**config.mk**
```make
export PLATFORM = sky130hd
export DESIGN_NAME = score_digit_ctrl_flat
export DESIGN_NICKNAME = d
export VERILOG_FILES = /design/src/rtl/score_digit_ctrl_if.sv /design/src/rtl/score_digit_ctrl.sv /design/src/flat_wrapper.sv
export SDC_FILE = /design/constraint.sdc
export NUM_CORES = 1
export LEC_CHECK = 0
export CAP_MARGIN = 20
export CORE_MARGIN = 3
export CORE_UTILIZATION = 50
export CTS_BUF_LIST = sky130_fd_sc_hd__clkbuf_16
export DETAILED_ROUTE_END_ITERATION = 7
export GPL_TIMING_DRIVEN = 0
export PLACE_DENSITY = 0.77
export SYNTH_ARGS = -nofsm -noshare
export SYNTH_HDL_FRONTEND = slang
export SYNTH_SLANG_ARGS = --single-unit
export TNS_END_PERCENT = 100
```
**constraint.sdc**
```tcl
create_clock -name pixel_clk -period 3.7 [get_ports pixel_clk]
set_input_delay 0.37 -clock pixel_clk [delete_from_list [all_inputs] [get_ports pixel_clk]]
set_output_delay 0.37 -clock pixel_clk [all_outputs]
set_load 0.01 [all_outputs]
```
**src/rtl/score_digit_ctrl_if.sv**
```systemverilog
// Load/write handshake bundle between the score source and the digit controller.
// The master drives value/load; the slave reports progress and digit strobes.
interface score_digit_ctrl_if #(
  parameter int NUM_DIGITS = 4,
  parameter int BIN_WIDTH  = 14
);
  logic [BIN_WIDTH-1:0]  value;
  logic                  load;
  logic                  busy;
  logic                  done;
  logic [3:0]            number;
  logic [NUM_DIGITS-1:0] write_sel;

  modport master (
    output value, load,
    input  busy, done, number, write_sel
  );

  modport slave (
    input  value, load,
    output busy, done, number, write_sel
  );
endinterface

```
**src/rtl/score_digit_ctrl.sv**
```systemverilog
// Score overlay digit controller: iterative binary-to-BCD conversion,
// per-digit write strobes and shared glyph ROM arbitration.
module score_digit_ctrl #(
  parameter int NUM_DIGITS = 4,
  parameter int BIN_WIDTH  = 14,
  parameter int WIDTH      = 25,
  parameter int HEIGHT     = 52,
  parameter int ROM_AW     = 14
) (
  input  logic                     pixel_clk,
  input  logic                     reset_n,
  score_digit_ctrl_if.slave        bus,
  input  logic [NUM_DIGITS-1:0]    overlap_vec,
  input  logic [11*NUM_DIGITS-1:0] image_addr_vec,
  input  logic [4*NUM_DIGITS-1:0]  out_num_vec,
  output logic [ROM_AW-1:0]        rom_addr,
  output logic                     pix_valid
);

  localparam int BCD_W = 4 * NUM_DIGITS;
  localparam int CW    = $clog2(BIN_WIDTH + 1);
  localparam int IW    = (NUM_DIGITS > 1) ? $clog2(NUM_DIGITS) : 1;
  localparam int unsigned GLYPH = WIDTH * HEIGHT;
  localparam int unsigned MAXV  = 10 ** NUM_DIGITS - 1;

  typedef enum logic [1:0] {
    IDLE,
    SHIFT,
    WRITE,
    DONE
  } state_t;

  state_t                state, state_n;
  logic [BIN_WIDTH-1:0]  bin_q, bin_n;
  logic [BCD_W-1:0]      bcd_q, bcd_n, adj;
  logic [CW-1:0]         cnt_q, cnt_n;
  logic [IW-1:0]         widx_q, widx_n;
  logic                  sat_q, sat_n;
  logic [3:0]            num_q, num_n;
  logic [NUM_DIGITS-1:0] wsel_q, wsel_n;
  logic                  busy_q, busy_n;
  logic                  done_q, done_n;

  always_comb begin
    adj = bcd_q;
    for (int i = 0; i < NUM_DIGITS; i++) begin
      if (bcd_q[4*i +: 4] >= 4'd5)
        adj[4*i +: 4] = bcd_q[4*i +: 4] + 4'd3;
    end
  end

  always_comb begin
    state_n = state;
    bin_n   = bin_q;
    bcd_n   = bcd_q;
    cnt_n   = cnt_q;
    widx_n  = widx_q;
    sat_n   = sat_q;
    num_n   = num_q;
    wsel_n  = '0;
    done_n  = 1'b0;
    unique case (state)
      IDLE: begin
        if (bus.load) begin
          state_n = SHIFT;
          bin_n   = bus.value;
          bcd_n   = '0;
          cnt_n   = CW'(BIN_WIDTH);
          sat_n   = 32'(bus.value) > MAXV;
        end
      end
      SHIFT: begin
        bcd_n = {adj[BCD_W-2:0], bin_q[BIN_WIDTH-1]};
        bin_n = bin_q << 1;
        cnt_n = cnt_q - CW'(1);
        // Last shift: the first digit strobe leaves on this same edge
        if (cnt_q == CW'(1)) begin
          state_n = WRITE;
          widx_n  = '0;
          wsel_n  = NUM_DIGITS'(1);
          num_n   = sat_q ? 4'd9 : bcd_n[3:0];
        end
      end
      WRITE: begin
        if (widx_q == IW'(NUM_DIGITS - 1)) begin
          state_n = DONE;
          done_n  = 1'b1;
        end else begin
          widx_n = widx_q + IW'(1);
          wsel_n = NUM_DIGITS'(1) << widx_n;
          num_n  = sat_q ? 4'd9 : bcd_q[{widx_n, 2'b00} +: 4];
        end
      end
      DONE: begin
        state_n = IDLE;
      end
      default: begin
        state_n = IDLE;
      end
    endcase
    busy_n = (state_n != IDLE);
  end

  always_ff @(posedge pixel_clk or negedge reset_n) begin
    if (!reset_n) begin
      state  <= IDLE;
      bin_q  <= '0;
      bcd_q  <= '0;
      cnt_q  <= '0;
      widx_q <= '0;
      sat_q  <= 1'b0;
      num_q  <= '0;
      wsel_q <= '0;
      busy_q <= 1'b0;
      done_q <= 1'b0;
    end else begin
      state  <= state_n;
      bin_q  <= bin_n;
      bcd_q  <= bcd_n;
      cnt_q  <= cnt_n;
      widx_q <= widx_n;
      sat_q  <= sat_n;
      num_q  <= num_n;
      wsel_q <= wsel_n;
      busy_q <= busy_n;
      done_q <= done_n;
    end
  end

  assign bus.busy      = busy_q;
  assign bus.done      = done_q;
  assign bus.number    = num_q;
  assign bus.write_sel = wsel_q;

  logic              hit;
  logic [ROM_AW-1:0] sel_addr;

  // Scan high to low so the lowest overlapping sprite wins
  always_comb begin
    hit      = 1'b0;
    sel_addr = '0;
    for (int i = NUM_DIGITS - 1; i >= 0; i--) begin
      if (overlap_vec[i]) begin
        hit      = 1'b1;
        sel_addr = ROM_AW'(32'(out_num_vec[4*i +: 4]) * GLYPH
                   + 32'(image_addr_vec[11*i +: 11]));
      end
    end
  end

  always_ff @(posedge pixel_clk or negedge reset_n) begin
    if (!reset_n) begin
      rom_addr  <= '0;
      pix_valid <= 1'b0;
    end else begin
      if (hit)
        rom_addr <= sel_addr;
      pix_valid <= hit;
    end
  end

endmodule

```
**src/flat_wrapper.sv**
```systemverilog
// flat-port wrapper written by rule: the top's interface ports become plain ports
module score_digit_ctrl_flat 
#(
  parameter int NUM_DIGITS = 4,
  parameter int BIN_WIDTH  = 14,
  parameter int WIDTH      = 25,
  parameter int HEIGHT     = 52,
  parameter int ROM_AW     = 14
)
  (pixel_clk, reset_n, overlap_vec, image_addr_vec, out_num_vec, rom_addr, pix_valid, bus_value, bus_load, bus_busy, bus_done, bus_number, bus_write_sel);
  score_digit_ctrl_if #(.NUM_DIGITS(NUM_DIGITS), .BIN_WIDTH(BIN_WIDTH)) bus_i ();
  input  logic pixel_clk;
  input  logic reset_n;
  input  logic [NUM_DIGITS-1:0] overlap_vec;
  input  logic [11*NUM_DIGITS-1:0] image_addr_vec;
  input  logic [4*NUM_DIGITS-1:0] out_num_vec;
  output logic [ROM_AW-1:0] rom_addr;
  output logic pix_valid;
  input wire logic [$bits(bus_i.value)-1:0] bus_value;
  input wire logic [$bits(bus_i.load)-1:0] bus_load;
  output wire logic [$bits(bus_i.busy)-1:0] bus_busy;
  output wire logic [$bits(bus_i.done)-1:0] bus_done;
  output wire logic [$bits(bus_i.number)-1:0] bus_number;
  output wire logic [$bits(bus_i.write_sel)-1:0] bus_write_sel;
  assign bus_i.value = bus_value;
  assign bus_i.load = bus_load;
  assign bus_busy = bus_i.busy;
  assign bus_done = bus_i.done;
  assign bus_number = bus_i.number;
  assign bus_write_sel = bus_i.write_sel;
  score_digit_ctrl #(.NUM_DIGITS(NUM_DIGITS), .BIN_WIDTH(BIN_WIDTH), .WIDTH(WIDTH), .HEIGHT(HEIGHT), .ROM_AW(ROM_AW)) u_core (.pixel_clk(pixel_clk), .reset_n(reset_n), .bus(bus_i), .overlap_vec(overlap_vec), .image_addr_vec(image_addr_vec), .out_num_vec(out_num_vec), .rom_addr(rom_addr), .pix_valid(pix_valid));
endmodule
```
Run 1, placement view:
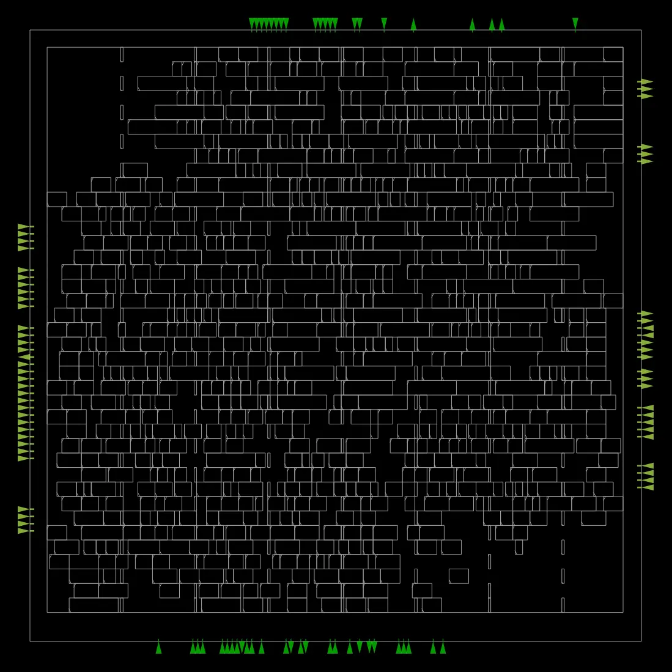
Fillers: 949
Core Region: 11500 µm²
Util after Layout: 0.651
num sequential: 64
sequential share of cell area: 0.215

Run 1, M3 wires:
Drawn at 3 px/µm.
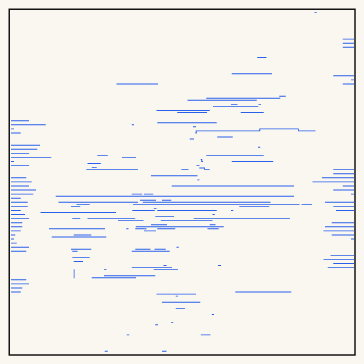
The longest straight run is 79.1 µm. The layer carries 1260 µm of wire.

Run 1, where the registers sit:
Drawn at 4 px/µm. Other sequential cells in the stronger gray, the rest of the logic in the fainter gray.
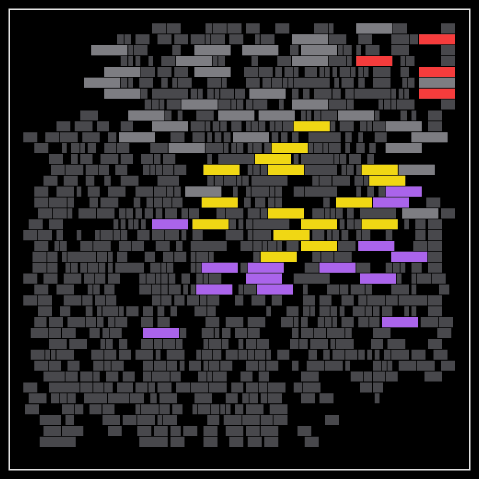
u_core.rom_addr: marked purple, flops 14. u_core.bcd_q: marked yellow, flops 16. u_core.bus.write_sel: marked red, flops 4, where top right.
Another 30 sequential cells are not colored.

==> GITHUB_STEP_SUMMARY, run 1 <==
## PnR job results

| Metric | Value |
|---|---|
| Clock period minus worst slack | `3.59 ns` |
| Status | `finished, final reports clean` |
| P&R area growth vs syn | `26.2%` |
| Cts hold-fix bufs | `0` |
| H-tree depth | `3` |
| Layout Cells excl Fill | `between 900 and 1000` |
| Number of logic gates | `~550` |
| Worst Tran Pin Value | `slightly above 0.8 ns` |
| Metal1 wirelength | `6.75 mm` |
| DR vias | `5585` |
| Global routing's busiest layer | `met2` |
| Pin count of the biggest net entering global routing | `between 60 and 70` |
| Synthesized area | `5910 µm²` |
| Average size of a mapped cell | `8.84 µm²` |
| Hold_ws | `0.125 ns` |
| Biggest area cells | `dfrtp_1 (27%), ha_1 (17%), xnor2_1 (6.4%)` |
| CP Cell Sequence | `clkdlybuf4s50_1 > ha_1 > ha_4 > ha_2 > a21oi_1 > nand2b_1 > xnor2_1 > ha_2 > or4_4 > o221a_1 > o21ai_2 > xnor2_1 > a221o_1 > a221o_1` |
| Die width | `115 µm` |
| Critical path buffers and inverters | `1` |
| CTS tree | `yes` |
| Post-layout period usage | `0.970` |
| Logic area | `4170 µm²` |
| Pwr Density | `503 nW/µm²` |
| Crit path arrival time | `3.81 ns` |
| Final setup viols | `0` |
| Met3 Wirelength | `1.26 mm` |
| # IOs | `106` |
| Max Used Layer | `met4` |
| Number of remaining DRC errors | `0` |
| M3 GR Usage | `0.0558` |
| Root buf cell | `clkbuf_16` |
| Via density | `6.00` |
| Relative slew slack | `0.454` |
| Leading cell kind | `multi-input combinational cells` |
| Wire length on met2 | `7.64 mm` |
| Fin. Hold Viols | `0` |
| Final Net Count | `948` |
| Final Cell Area | `7460 µm²` |
| Total power draw | `0.00375 W` |
| Max-Cap Viols | `0` |
| Area after DPL | `a little over 7000 µm²` |
| Met1 usage | `0.322` |
| CP endpoint | `u_core.rom_addr[12]` |
| Met2 Usage GRT | `0.409` |
| Leak | `roughly 3.2 nW` |
| Sink Count | `64` |
| Gr usage total | `0.247` |
| Vias in the first global route | `about 5700` |
| Combinational share of power | `0.501` |
| Max reg flops | `16` |
| Crit path launch | `out_num_vec[15]` |
| Yosys adder share | `0.183` |
| Pwr top | `combinational logic` |
| Total routed wirelength | `roughly 16 mm` |
Run 1, metal layers overlaid:
Drawn at 3 px/µm. Two of the layers only.
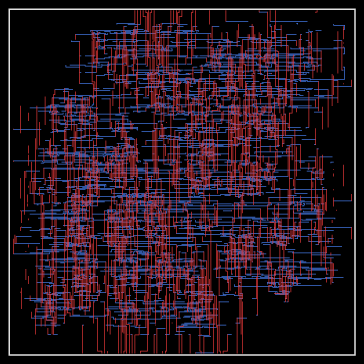

==> run 2: changes to the inputs <==
--- a/config.mk
+++ b/config.mk
@@ -12,6 +12,7 @@
 export DETAILED_ROUTE_END_ITERATION = 7
 export GPL_TIMING_DRIVEN = 0
 export PLACE_DENSITY = 0.77
+export SETUP_SLACK_MARGIN = 0.05
 export SYNTH_ARGS = -nofsm -noshare
 export SYNTH_HDL_FRONTEND = slang
 export SYNTH_SLANG_ARGS = --single-unit
Run 2, metal layers overlaid:
Drawn at 3 px/µm. Two of the layers only.
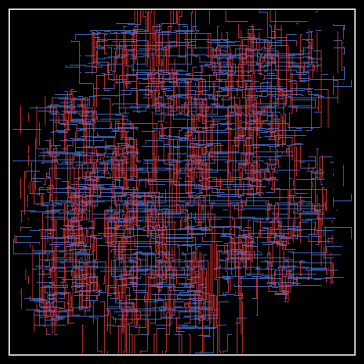
metal 1: marked blue, wire length 6790 µm. metal 2: marked red, wire length 7740 µm.

Run 2, placement by cell class:
Drawn at 2 px/µm.
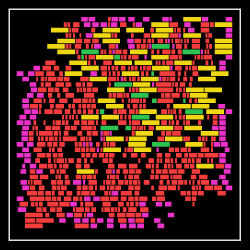
remaining buffers and delay cells: marked magenta, cells 125. combinational and other logic: marked red, cells 583. clock drivers and dummy loads: marked green, cells 16. sequential cells: marked yellow, cells 64.

==> GITHUB_STEP_SUMMARY, run 2 <==
## PnR job results

| Metric | Value |
|---|---|
| Final setup viols | `0` |
| Clock period minus worst slack | `about 3.5 ns` |
| CP endpoint | `u_core.rom_addr[12]` |
| Worst Tran Pin Value | `slightly above 0.8 ns` |
| Biggest area cells | `dfrtp_1 (27%), ha_1 (17%), xnor2_1 (6.4%)` |
| Num sequential | `64` |
| Sequential share of cell area | `0.213` |
| Pwr top | `combinational logic` |
| Via density | `5.99` |
| Leak | `3.19 nW` |
| Pin count of the biggest net entering global routing | `65` |
| Sink Count | `64` |
| Metal1 wirelength | `6.79 mm` |
| DR vias | `5580` |
| Root buf cell | `clkbuf_16` |
| CP Cell Sequence | `clkdlybuf4s50_1 > ha_1 > ha_4 > ha_2 > a21oi_1 > nand2b_1 > xnor2_1 > ha_2 > or4_4 > o221a_1 > o21ai_2 > xnor2_1 > a221o_1 > a221o_1` |
| Crit path launch | `out_num_vec[14]` |
| Fin. Hold Viols | `0` |
| Combinational share of power | `0.503` |
| Post-layout period usage | `0.954` |
| Hold_ws | `0.114 ns` |
| Max Used Layer | `met4` |
| Die width | `115 µm` |
| Crit path arrival time | `3.74 ns` |
| Layout Cells excl Fill | `931` |
| Met1 usage | `0.322` |
| Met3 Wirelength | `between 1 and 1.5 mm` |
| M3 GR Usage | `0.0558` |
| Synthesized area | `about 5900 µm²` |
| Status | `finished, final reports clean` |
| Final Net Count | `948` |
| Core Region | `11500 µm²` |
| Global routing's busiest layer | `met2` |
| H-tree depth | `3` |
| Cts hold-fix bufs | `0` |
| # IOs | `106` |
| Max-Cap Viols | `0` |
| Number of logic gates | `550` |
| Critical path buffers and inverters | `1` |
| Total power draw | `roughly 0.0038 W` |
| Yosys adder share | `0.183` |
| Final Cell Area | `7510 µm²` |
| CTS tree | `yes` |
| Met2 Usage GRT | `0.409` |
| Vias in the first global route | `5651` |
| Area after DPL | `7120 µm²` |
| Util after Layout | `0.655` |
| Number of remaining DRC errors | `0` |
Power figures rest on the tool's default switching activity, not on a simulated workload.
